Figure 1. Power grid.
Bar = 50 µm. Pins as bars on the die edge. Tap cells in grey.
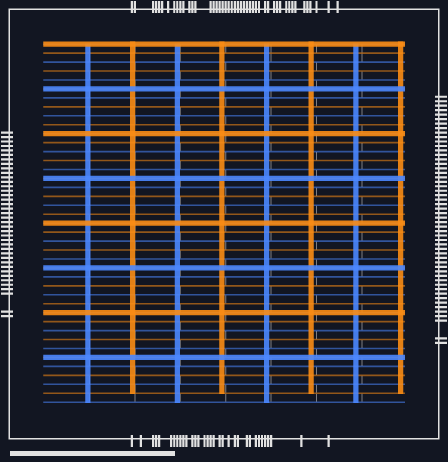
Figure 2. Cells coloured by class.
Bar = 50 µm.
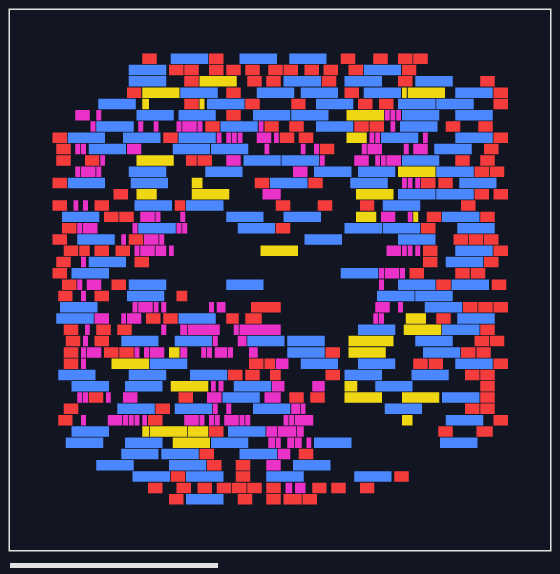
==> config.mk <==
export PLATFORM = sky130hd
export DESIGN_NAME = instr_pipe_tracker_flat
export DESIGN_NICKNAME = d
export VERILOG_FILES = /design/src/rtl/mips_pkg.sv /design/src/rtl/instr_pipe_tracker_if.sv /design/src/rtl/instr_pipe_tracker_md_busy_counter.sv /design/src/rtl/instr_pipe_tracker.sv /design/src/flat_wrapper.sv
export SDC_FILE = /design/constraint.sdc
export NUM_CORES = 1
export LEC_CHECK = 0
export CAP_MARGIN = 20
export CORE_MARGIN = 10
export CORE_UTILIZATION = 35
export DETAILED_ROUTE_END_ITERATION = 8
export HOLD_SLACK_MARGIN = 0.15
export PLACE_DENSITY = 0.67
export SYNTH_ARGS = -nofsm -noshare
export SYNTH_HDL_FRONTEND = slang
export SYNTH_SLANG_ARGS = --single-unit
==> constraint.sdc <==
create_clock -name clk -period 2.7 [get_ports clk]
set_input_delay 0.27 -clock clk [delete_from_list [all_inputs] [get_ports clk]]
set_output_delay 0.27 -clock clk [all_outputs]
set_load 0.03 [all_outputs]
==> src/rtl/mips_pkg.sv <==
// Shared MIPS decode constants and instruction-class helpers.
package mips_pkg;

  localparam logic [5:0]  OP_SPECIAL   = 6'h00;
  localparam logic [5:0]  FUNCT_MFHI   = 6'h10;
  localparam logic [5:0]  FUNCT_MTHI   = 6'h11;
  localparam logic [5:0]  FUNCT_MFLO   = 6'h12;
  localparam logic [5:0]  FUNCT_MTLO   = 6'h13;
  localparam logic [5:0]  FUNCT_MULT   = 6'h18;
  localparam logic [5:0]  FUNCT_MULTU  = 6'h19;
  localparam logic [5:0]  FUNCT_DIV    = 6'h1A;
  localparam logic [5:0]  FUNCT_DIVU   = 6'h1B;
  localparam logic [31:0] NOP_WORD_DEF = 32'h0000_0000;  // sll $0,$0,0

  // R-type field view of an instruction word
  typedef struct packed {
    logic [5:0] op;
    logic [4:0] rs;
    logic [4:0] rt;
    logic [4:0] rd;
    logic [4:0] sh;
    logic [5:0] funct;
  } rtype_t;

  // mult/multu/div/divu: occupies the HI/LO unit once it leaves E
  function automatic logic is_md_start(input logic [31:0] w);
    rtype_t i;
    i = rtype_t'(w);
    return (i.op == OP_SPECIAL) &&
           (i.funct inside {FUNCT_MULT, FUNCT_MULTU, FUNCT_DIV, FUNCT_DIVU});
  endfunction

  // mfhi/mthi/mflo/mtlo: touches HI/LO directly
  function automatic logic is_hilo(input logic [31:0] w);
    rtype_t i;
    i = rtype_t'(w);
    return (i.op == OP_SPECIAL) &&
           (i.funct inside {FUNCT_MFHI, FUNCT_MTHI, FUNCT_MFLO, FUNCT_MTLO});
  endfunction

  // div/divu select the long busy window
  function automatic logic is_div(input logic [31:0] w);
    rtype_t i;
    i = rtype_t'(w);
    return (i.op == OP_SPECIAL) && (i.funct inside {FUNCT_DIV, FUNCT_DIVU});
  endfunction

endpackage

==> src/rtl/instr_pipe_tracker_if.sv <==
// Fetch/hazard handshake and stage-word bus of the pipeline tracker.
interface instr_pipe_tracker_if;
  logic [31:0] instr_f;
  logic        instr_f_valid;
  logic        hz_stall;
  logic        fetch_ready;
  logic        stall_all;
  logic [31:0] instr_d;
  logic [31:0] instr_e;
  logic [31:0] instr_m;
  logic [31:0] instr_w;
  logic        md_busy;
  logic [3:0]  md_count;

  // fetch / hazard side
  modport master (
    output instr_f, instr_f_valid, hz_stall,
    input  fetch_ready, stall_all, instr_d, instr_e, instr_m, instr_w,
           md_busy, md_count
  );

  // tracker side
  modport slave (
    input  instr_f, instr_f_valid, hz_stall,
    output fetch_ready, stall_all, instr_d, instr_e, instr_m, instr_w,
           md_busy, md_count
  );
endinterface

==> src/rtl/instr_pipe_tracker_md_busy_counter.sv <==
// Multiply/divide busy counter: reloads when an md_start op sits in E,
// otherwise counts down to zero and stays there.
module md_busy_counter #(
  parameter int MULT_CYCLES = 5,
  parameter int DIV_CYCLES  = 10
) (
  input  logic       clk,
  input  logic       reset,
  input  logic       start_e,
  input  logic       is_div,
  output logic [3:0] md_count,
  output logic       md_busy
);

  // Count must fit the 4-bit register
  if (MULT_CYCLES < 0 || MULT_CYCLES > 15 || DIV_CYCLES < 0 || DIV_CYCLES > 15) begin : g_bad_cycles
    $error("md_busy_counter: MULT_CYCLES/DIV_CYCLES must be in 0..15");
  end

  localparam logic [3:0] MULT_LD = 4'(MULT_CYCLES);
  localparam logic [3:0] DIV_LD  = 4'(DIV_CYCLES);

  // Reload beats decrement so a newer md_start always restarts the window
  always_ff @(posedge clk or negedge reset) begin
    if (!reset)                md_count <= '0;
    else if (start_e)          md_count <= is_div ? DIV_LD : MULT_LD;
    else if (md_count != '0)   md_count <= md_count - 4'd1;
  end

  // Busy already in the cycle the op is in E, before the count loads
  assign md_busy = start_e | (md_count != '0);

endmodule

==> src/rtl/instr_pipe_tracker.sv <==
// D/E/M/W instruction-word tracker: feeds the hazard unit, applies its
// stall verdict, and adds the HI/LO interlock from the md busy counter.
module instr_pipe_tracker
  import mips_pkg::*;
#(
  parameter int          MULT_CYCLES = 5,
  parameter int          DIV_CYCLES  = 10,
  parameter logic [31:0] NOP_WORD    = NOP_WORD_DEF
) (
  input  logic                 clk,
  input  logic                 reset,
  instr_pipe_tracker_if.slave  bus
);

  logic [31:0] d_q, e_q, m_q, w_q;
  logic        hilo_d, start_e, div_e, md_stall, stall;
  logic [3:0]  cnt;
  logic        busy;

  assign hilo_d   = is_md_start(d_q) | is_hilo(d_q);
  assign start_e  = is_md_start(e_q);
  assign div_e    = is_div(e_q);
  assign md_stall = hilo_d & busy;
  assign stall    = bus.hz_stall | md_stall;

  md_busy_counter #(
    .MULT_CYCLES (MULT_CYCLES),
    .DIV_CYCLES  (DIV_CYCLES)
  ) u_md (
    .clk      (clk),
    .reset    (reset),
    .start_e  (start_e),
    .is_div   (div_e),
    .md_count (cnt),
    .md_busy  (busy)
  );

  // Stage shift; on stall D holds, E takes a bubble, M/W keep draining
  always_ff @(posedge clk or negedge reset) begin
    if (!reset) begin
      d_q <= NOP_WORD;
      e_q <= NOP_WORD;
      m_q <= NOP_WORD;
      w_q <= NOP_WORD;
    end else begin
      w_q <= m_q;
      m_q <= e_q;
      if (stall) begin
        e_q <= NOP_WORD;
      end else begin
        e_q <= d_q;
        d_q <= bus.instr_f_valid ? bus.instr_f : NOP_WORD;
      end
    end
  end

  assign bus.stall_all   = stall;
  assign bus.fetch_ready = ~stall;
  assign bus.instr_d     = d_q;
  assign bus.instr_e     = e_q;
  assign bus.instr_m     = m_q;
  assign bus.instr_w     = w_q;
  assign bus.md_busy     = busy;
  assign bus.md_count    = cnt;

endmodule

==> src/flat_wrapper.sv <==
// flat-port wrapper written by rule: the top's interface ports become plain ports
module instr_pipe_tracker_flat import mips_pkg::*;
#(
  parameter int          MULT_CYCLES = 5,
  parameter int          DIV_CYCLES  = 10,
  parameter logic [31:0] NOP_WORD    = NOP_WORD_DEF
)
  (clk, reset, bus_instr_f, bus_instr_f_valid, bus_hz_stall, bus_fetch_ready, bus_stall_all, bus_instr_d, bus_instr_e, bus_instr_m, bus_instr_w, bus_md_busy, bus_md_count);
  instr_pipe_tracker_if bus_i ();
  input  logic clk;
  input  logic reset;
  input wire logic [$bits(bus_i.instr_f)-1:0] bus_instr_f;
  input wire logic [$bits(bus_i.instr_f_valid)-1:0] bus_instr_f_valid;
  input wire logic [$bits(bus_i.hz_stall)-1:0] bus_hz_stall;
  output wire logic [$bits(bus_i.fetch_ready)-1:0] bus_fetch_ready;
  output wire logic [$bits(bus_i.stall_all)-1:0] bus_stall_all;
  output wire logic [$bits(bus_i.instr_d)-1:0] bus_instr_d;
  output wire logic [$bits(bus_i.instr_e)-1:0] bus_instr_e;
  output wire logic [$bits(bus_i.instr_m)-1:0] bus_instr_m;
  output wire logic [$bits(bus_i.instr_w)-1:0] bus_instr_w;
  output wire logic [$bits(bus_i.md_busy)-1:0] bus_md_busy;
  output wire logic [$bits(bus_i.md_count)-1:0] bus_md_count;
  assign bus_i.instr_f = bus_instr_f;
  assign bus_i.instr_f_valid = bus_instr_f_valid;
  assign bus_i.hz_stall = bus_hz_stall;
  assign bus_fetch_ready = bus_i.fetch_ready;
  assign bus_stall_all = bus_i.stall_all;
  assign bus_instr_d = bus_i.instr_d;
  assign bus_instr_e = bus_i.instr_e;
  assign bus_instr_m = bus_i.instr_m;
  assign bus_instr_w = bus_i.instr_w;
  assign bus_md_busy = bus_i.md_busy;
  assign bus_md_count = bus_i.md_count;
  instr_pipe_tracker #(.MULT_CYCLES(MULT_CYCLES), .DIV_CYCLES(DIV_CYCLES), .NOP_WORD(NOP_WORD)) u_core (.clk(clk), .reset(reset), .bus(bus_i));
endmodule
==> PnR_summary.wiki <==
=== Physical design figures ===
{| class="wikitable"
! Metric !! Value
|-
| Worst Hold Depth || 0
|-
| Hold Slack || 363 ps
|-
| Capture point of the worst path || bus_stall_all
|-
| Cell types with the largest area share after synthesis || sky130_fd_sc_hd__dfrtp_1 78%, sky130_fd_sc_hd__mux2i_1 7.3%, sky130_fd_sc_hd__nand2_1 3.1%, sky130_fd_sc_hd__inv_1 2.9%, sky130_fd_sc_hd__nor2_1 2.7%
|-
| Max IR drop VDD || 420 µV
|-
| Avg Synthesized Cell Area || 14.3 µm²
|-
| Worst-margin pin slew || 547 ps
|-
| Launch point of the worst reg-to-reg path || u_core.u_md.md_count[0]
|-
| Critical path class || reg -> out
|-
| Cell count listed in synth_stat.txt || 297
|-
| Synth Area in XOR/XNOR || 0.207%
|-
| Area figure in the yosys stat output || 4240 µm²
|-
| Final total power || 6.56 mW
|-
| Core Box Area || 12000 µm²
|-
| Standard cell with the maximum stage delay on the critical path || sky130_fd_sc_hd__or4_1
|-
| Simple-Gate Fraction of Synth Area || 8.26%
|-
| Worst hold path type || reg -> reg
|-
| Overall chip area || 16900 µm²
|-
| Pins Over Slew Limit || 0
|-
| Port Buffers || 170
|-
| Area fraction in mux cells || 7.58%
|-
| Dominant register cell || sky130_fd_sc_hd__dfrtp_1
|-
| Drt pass-1 iters || 4
|-
| Area growth from synthesis to final layout || 59.2%
|-
| Result of the run || complete, no violations
|-
| Data arrival time of the critical path || 2290 ps
|-
| Cell type with the highest aggregate area in the netlist || sky130_fd_sc_hd__dfrtp_1
|-
| Detailed-routing wirelength on met1 || 4140 µm
|-
| Final cell count without fillers || 644
|-
| Inserted Clock Buffers || 17
|-
| Unrepaired setup endpoints after global routing || no
|-
| Aggregate routed wire length || 11100 µm
|-
| Highest attainable clock frequency || 391 MHz
|-
| Die outline width || 130 µm
|-
| Uppermost signal routing layer after detailed routing || met4
|-
| Critical Path End Type || output pin
|-
| Critical path's top delay family || simple AND/OR/NAND/NOR gates
|-
| Wire length of the first global-routing pass || 17400 µm
|-
| Worst r2r dst || u_core.bus.instr_d[29]
|-
| Final number of hold-violating endpoints || 0
|-
| Sinks on Clock Net || 132
|-
| Setup slack after layout || 140 ps
|-
| Inst Count DP || 611
|-
| Area fraction in compound gates || 1.24%
|-
| Final Cell Area || 6750 µm²
|-
| TritonCTS clock tree || built
|-
| Antenna Diode Count || 0
|-
| Synthesized area || 4240 µm²
|-
| Vert. Die Dim || 130 µm
|-
| Mean number of vias per cell || 4.35
|-
| End point of the worst hold path || u_core.bus.instr_w[28]
|-
| Number of antenna violations at the first check in global routing || 0
|-
| CP max stage delay || 590 ps
|-
| Number of setup buffers added after CTS || 0
|-
| Sum of overflow across all layers after global routing || 0
|-
| Routed wire per std cell || 17.2 µm
|-
| Dominant logic cell types in the final layout || 166 x sky130_fd_sc_hd__clkdlybuf4s50_1, 132 x sky130_fd_sc_hd__dfrtp_1, 35 x sky130_fd_sc_hd__nand2_1
|-
| Max cap viols || 0
|-
| Setup tns final || 0 ps
|-
| Share of the yosys chip area belonging to registers || 77.9%
|}
Notes on Figure 1 above:
net	colour
VSS	blue
VDD	orange
tap cells	147
met1 rails	41

Notes on Figure 2 above:
class	colour	cells	share of their area
clock drivers and dummy loads	yellow	32	8.8%
remaining buffers and delay cells	red	178	27%
registers	blue	132	50%
remaining logic cells	magenta	155	14%

## flip-flops by register name, indices dropped and copies added (netlist names)
| signal | flops |
|---|---|
| u_core.bus.instr_w | 32 |
| u_core.bus.instr_e | 32 |
| u_core.bus.instr_m | 32 |
| u_core.u_md.md_count | 4 |
| u_core.bus.instr_d | 32 |
## report_power, final
part,leakage (nW),switching (mW),internal [mW]
logic,1.16,1.13,0.779
clock network,0.275,0.788,1.39
registers,1.75,0.181,2.29
## final cells by class
cell class,instances,area (µm²),share of cell area (%)
clock buffers,25,505,7.49
clock inverters,7,71.3,1.06
inverters,34,130,1.93
multi-input cells,121,776,11.5
flip-flops and latches,132,3300,48.9
well taps,147,184,2.72
repair buffers,178,1780,26.4
Power and IR drop assume default switching activity.
